### config.mk
export PLATFORM = sky130hd
export DESIGN_NAME = scl_clkgen
export DESIGN_NICKNAME = d
export VERILOG_FILES = /design/src/rtl/lc3_periph_pkg.sv /design/src/rtl/sync_ff.sv /design/src/rtl/scl_clkgen.sv
export SDC_FILE = /design/constraint.sdc
export NUM_CORES = 1
export LEC_CHECK = 0
export CORE_MARGIN = 1.5
export CORE_UTILIZATION = 70
export DETAILED_ROUTE_END_ITERATION = 6
export DONT_BUFFER_PORTS = 1
export PLACE_DENSITY = 0.89
export SKIP_LAST_GASP = 1
export SYNTH_ARGS = -nofsm -noshare
export SYNTH_HDL_FRONTEND = slang
export SYNTH_SLANG_ARGS = --single-unit
### constraint.sdc
create_clock -name clk -period 4.4 [get_ports clk]
set_clock_uncertainty 0.15 [all_clocks]
set_input_delay 0.44 -clock clk [delete_from_list [all_inputs] [get_ports clk]]
set_output_delay 0.44 -clock clk [all_outputs]
set_load 0.05 [all_outputs]
### src/rtl/lc3_periph_pkg.sv
// Shared LC3 peripheral definitions: SCLER bit map, SCL generator state encoding, default divider.
package lc3_periph_pkg;

    localparam int SCLER_EN         = 0;
    localparam int SCLER_STRETCH_EN = 1;
    localparam int SCLER_BUSY       = 2;
    localparam int SCLER_STRETCHED  = 3;
    localparam int SCLER_STRETCHING = 4;

    localparam logic [15:0] SCL_DEFAULT_DIV = 16'h01F4;

    typedef enum logic [1:0] {
        SCL_IDLE    = 2'd0,
        SCL_HIGH    = 2'd1,
        SCL_LOW     = 2'd2,
        SCL_WAIT_HI = 2'd3
    } scl_state_t;

endpackage

### src/rtl/sync_ff.sv
// Multi-flop level synchroniser for an asynchronous input; latency STAGES clk, no backpressure.
// Flops reset to RST_VAL so an idle-high line reads high straight out of reset.
module sync_ff #(
    parameter int   STAGES  = 2,
    parameter logic RST_VAL = 1'b1
) (
    input  logic clk,
    input  logic reset_n,
    input  logic d,
    output logic q
);

    logic [STAGES-1:0] stage;

    always_ff @(posedge clk or negedge reset_n) begin
        if (!reset_n) begin
            stage <= {STAGES{RST_VAL}};
        end else begin
            stage <= {stage[STAGES-2:0], d};
        end
    end

    assign q = stage[STAGES-1];

endmodule

### src/rtl/scl_clkgen.sv
// Programmable SCL generator with slave clock stretching and glitch-free enable; strobes are registered.
// Half-period = max(SCLDIV,2) clk; a stretching slave holds the high phase off until SCL is seen high.
module scl_clkgen
    import lc3_periph_pkg::*;
#(
    parameter int               DIV_W       = 16,
    parameter logic [DIV_W-1:0] DEFAULT_DIV = DIV_W'(SCL_DEFAULT_DIV),
    parameter int               SYNC_STAGES = 2
) (
    input  logic             clk,
    input  logic             reset_n,
    input  logic [15:0]      MDR,
    input  logic             LD_SCLER,
    input  logic             LD_SCLDIV,
    input  logic             SCL_IN,
    output logic             SCL_OE,
    output logic             SCL_BUS,
    output logic [15:0]      SCLER,
    output logic [DIV_W-1:0] SCLDIV,
    output logic             WR,
    output logic             scl_rise,
    output logic             scl_fall,
    output logic             scl_sample
);

    scl_state_t       state;
    logic [DIV_W-1:0] cnt;
    logic [DIV_W-1:0] div_cur;
    logic [DIV_W-1:0] div_eff;
    logic             en;
    logic             stretch_en;
    logic             stretched;
    logic             stretching;
    logic             scl_sync;
    logic             term;

    sync_ff #(
        .STAGES  (SYNC_STAGES),
        .RST_VAL (1'b1)
    ) u_sync (
        .clk     (clk),
        .reset_n (reset_n),
        .d       (SCL_IN),
        .q       (scl_sync)
    );

    assign div_eff    = (SCLDIV < DIV_W'(2)) ? DIV_W'(2) : SCLDIV;
    assign term       = (cnt == div_cur - DIV_W'(1));
    assign stretching = (state == SCL_WAIT_HI) && !scl_sync;
    assign SCL_BUS    = ~SCL_OE;

    always_comb begin
        SCLER                   = '0;
        SCLER[SCLER_EN]         = en;
        SCLER[SCLER_STRETCH_EN] = stretch_en;
        SCLER[SCLER_BUSY]       = (state != SCL_IDLE);
        SCLER[SCLER_STRETCHED]  = stretched;
        SCLER[SCLER_STRETCHING] = stretching;
    end

    // A stretch seen in the same cycle as a clear-sticky write wins.
    always_ff @(posedge clk or negedge reset_n) begin
        if (!reset_n) begin
            en         <= 1'b0;
            stretch_en <= 1'b0;
            stretched  <= 1'b0;
            SCLDIV     <= DEFAULT_DIV;
            WR         <= 1'b0;
        end else begin
            WR <= LD_SCLER | LD_SCLDIV;
            if (LD_SCLER) begin
                en         <= MDR[SCLER_EN];
                stretch_en <= MDR[SCLER_STRETCH_EN];
            end
            if (LD_SCLDIV) begin
                SCLDIV <= MDR[DIV_W-1:0];
            end
            if (stretching) begin
                stretched <= 1'b1;
            end else if (LD_SCLER && MDR[SCLER_STRETCHED]) begin
                stretched <= 1'b0;
            end
        end
    end

    // Divider is latched into div_cur on every half-period entry so mid-phase writes wait a phase.
    always_ff @(posedge clk or negedge reset_n) begin
        if (!reset_n) begin
            state      <= SCL_IDLE;
            cnt        <= '0;
            div_cur    <= DEFAULT_DIV;
            SCL_OE     <= 1'b0;
            scl_rise   <= 1'b0;
            scl_fall   <= 1'b0;
            scl_sample <= 1'b0;
        end else begin
            scl_rise   <= 1'b0;
            scl_fall   <= 1'b0;
            scl_sample <= 1'b0;
            case (state)
                SCL_IDLE: begin
                    if (en) begin
                        state   <= SCL_HIGH;
                        cnt     <= '0;
                        div_cur <= div_eff;
                    end
                end
                SCL_HIGH: begin
                    if (term) begin
                        cnt     <= '0;
                        div_cur <= div_eff;
                        if (en) begin
                            state    <= SCL_LOW;
                            SCL_OE   <= 1'b1;
                            scl_fall <= 1'b1;
                        end else begin
                            state <= SCL_IDLE;
                        end
                    end else begin
                        cnt        <= cnt + DIV_W'(1);
                        scl_sample <= (cnt + DIV_W'(1) == (div_cur >> 1));
                    end
                end
                SCL_LOW: begin
                    // Low always runs to terminal count so disabling never leaves a runt pulse.
                    if (term) begin
                        cnt     <= '0;
                        div_cur <= div_eff;
                        SCL_OE  <= 1'b0;
                        if (!en) begin
                            state <= SCL_IDLE;
                        end else if (!stretch_en) begin
                            state    <= SCL_HIGH;
                            scl_rise <= 1'b1;
                        end else begin
                            state <= SCL_WAIT_HI;
                        end
                    end else begin
                        cnt <= cnt + DIV_W'(1);
                    end
                end
                SCL_WAIT_HI: begin
                    if (!en) begin
                        state <= SCL_IDLE;
                    end else if (scl_sync) begin
                        state    <= SCL_HIGH;
                        scl_rise <= 1'b1;
                        cnt      <= '0;
                        div_cur  <= div_eff;
                    end
                end
                default: state <= SCL_IDLE;
            endcase
        end
    end

endmodule

==> images/wires.png <==
Drawn at 3 px/um.
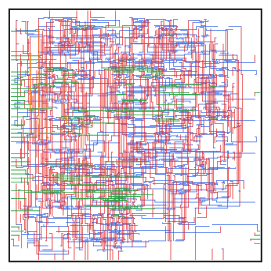
Key: blue = metal 1 [wire length 4310 um]; green = metal 3 [wire length 940 um]; red = metal 2 [wire length 5270 um]; orange = metal 4 [wire length 117 um]

==> images/flops_by_reg.png <==
Drawn at 3 px/um.
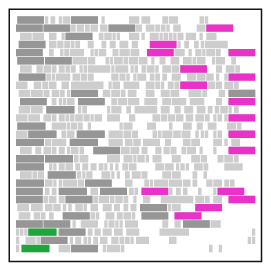
Key: green = `u_sync.stage` [placed flops 2]; magenta = `cnt` [placed flops 16]
Another 42 sequential cells are not colored.

==> changes_impl.md <==
## Flow update

* Simple share at 0.2640
* Non-Filler Instances at 575
* HPWL after DPL at 7.314 mm
* Fa+ha+maj area frac at 0.01652
* Core ar. at 0.006314 mm2
* Buffer count from post-CTS setup fixing at 0
* Status: finished, final reports clean
* Clock Path Buffers at 2
* Post-route cell area at 0.004648 mm2
* CTS Sinks at 60
* CP delay by family, top: AND-OR/OR-AND gates
* Largest net degree at the start of global routing at 61
* IO Count at 59
* Flip-flops with a built-in enable at 0
* TritonCTS clock tree: done
* Launch point of the critical path: div_cur[3]
* Die X at 83.57 um
* Number of distinct library cells after synthesis at 66
* Antenna cells at 0
* Die Height at 83.57 um
* Critical path buffer and inverter count at 0
* Post-Synth AOI/OAI Area at 0.1569
* Cts hold-fix bufs at 3
* Area share of the largest cell type after synthesis at 0.2533
* Max Cap Viol at 0
* RSZ-0062 raised after global routing: no
* Top-count cell post-synth: nand2_1
* Setup TNS at 0 ns
* RR Endpoint: state[1]
* Worst reg-to-reg path cell count at 7
* Final hold violations at 0
* Worst-Margin Slew at 1.056 ns
* Global Route Usage Sum at 0.3212
* First-pass GRT wire length at 18.27 mm
* Int Pwr at 1461 uW
* # rows at 29
* Residual DRC count at 0
* Post-synthesis mux area share at 0.04873
* Final nets at 520
* Yosys cell count at 528
==> images/clk_routes.png <==
Drawn at 4 px/um.
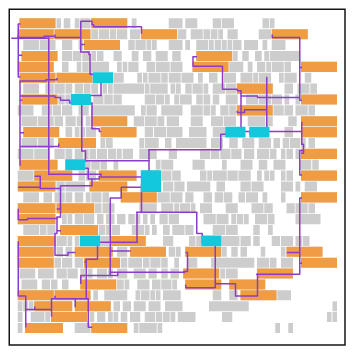
Key: cyan = clock drivers [count 9]; purple = clock wires [length 776 um]; orange = flip-flops [count 60]
Position of the flops: widely spread.

==> images/congestion.png <==
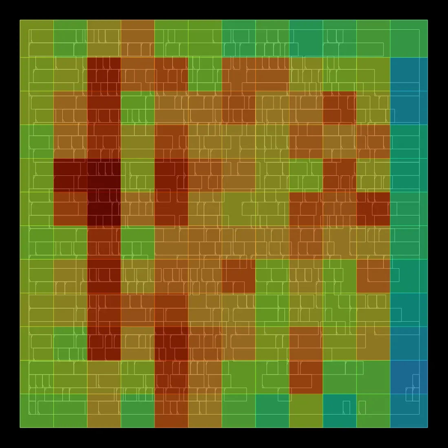
GRT Max-Usage Layer: met2
GR Util met2: 0.5323
Core Util, Final: 0.7362
DR WL/cell: 18.50 um

[cells by family (layout without fill, tap and decap cells)]
logic type,Yosys count,after routing
buffers and inverters,75,35
flip-flops,60,60
AND-OR/OR-AND,98,98
multiplexers,20,20
AND/OR/NAND/NOR,220,220
other,1,11
XOR/XNOR,48,48
adder cells (fa/ha/maj),6,6
[power groups by stage]
stage / combinational (uW) / clock (uW) / sequential [uW]
2_1_floorplan: 1050 / 0 / 808
3_3_place_gp: 965 / 0 / 999
3_5_place_dp: 1010 / 0 / 1010
4_1_cts: 1040 / 582 / 1000
5_1_grt: 1170 / 608 / 1040
6_report: 1050 / 579 / 1010
[cells in the final DEF (no fill, tap or decap), types with 8 or more instances in the layout]
cell,netlist,final
mux2_2,17,17
o21ai_0,9,8
inv_1,12,12
or3_1,11,11
nand3_1,41,41
dfstp_2,14,14
a31oi_1,16,16
clkbuf_8,0,11
nand2_1,66,66
nor3_1,14,14
conb_1,1,11
a21oi_1,18,18
nor4_1,9,9
nand3b_1,16,16
xor2_1,29,29
dfrtp_1,46,46
xnor2_1,19,19
o211ai_1,16,16
nor2_1,21,21
[routing by layer]
layer | part of all wire | track usage | vias to the layer above
li1 | - | - | 1787
met1 | 0.41 | 0.4281 | 1864
met2 | 0.50 | 0.5323 | 204
met3 | 0.088 | 0.07319 | 12
met4 | 0.011 | 0.08197 | 0
met5 | 0 | 0 | -
[per-stage QoR]
step | utilization | hold slack (ns)
after floorplan | - | -0.005591
after global placement | 0.6914 | -0.004187
after detailed placement | 0.6914 | -0.003659
after CTS | 0.7362 | 0.03698
after global routing | 0.7362 | 0.04731
final | 0.7362 | 0.05024
[sequential cells by signal, summed over array words and instances, names as in the netlist]
name	count
SCLDIV	16
cnt	16
u_sync.stage	2
en	1
scl_rise	1
div_cur	16
state	2
SCL_OE	1
scl_sample	1
scl_fall	1
stretch_en	1
WR	1
stretched	1
[layout make-up]
cell class | count | area share
clock buffer | 11 | 0.03257
clock inverter | 5 | 0.01803
inverter | 12 | 0.009690
multi-input combinational | 403 | 0.5755
sequential | 60 | 0.3268
tap | 77 | 0.02073
timing repair buffer | 7 | 0.01669
[how the worst max path moves through the flow]
stage,cells after the start,slack [ns],end
finish,7,1.06,state[1]
global route,9,0.76,cnt[13]
CTS,9,1.09,cnt[0]
detailed placement,9,1.11,cnt[0]
global placement,7,1.21,state[1]
floorplan,11,1.65,div_cur[10]
Power figures rest on the tool's default switching activity, not on a simulated workload.
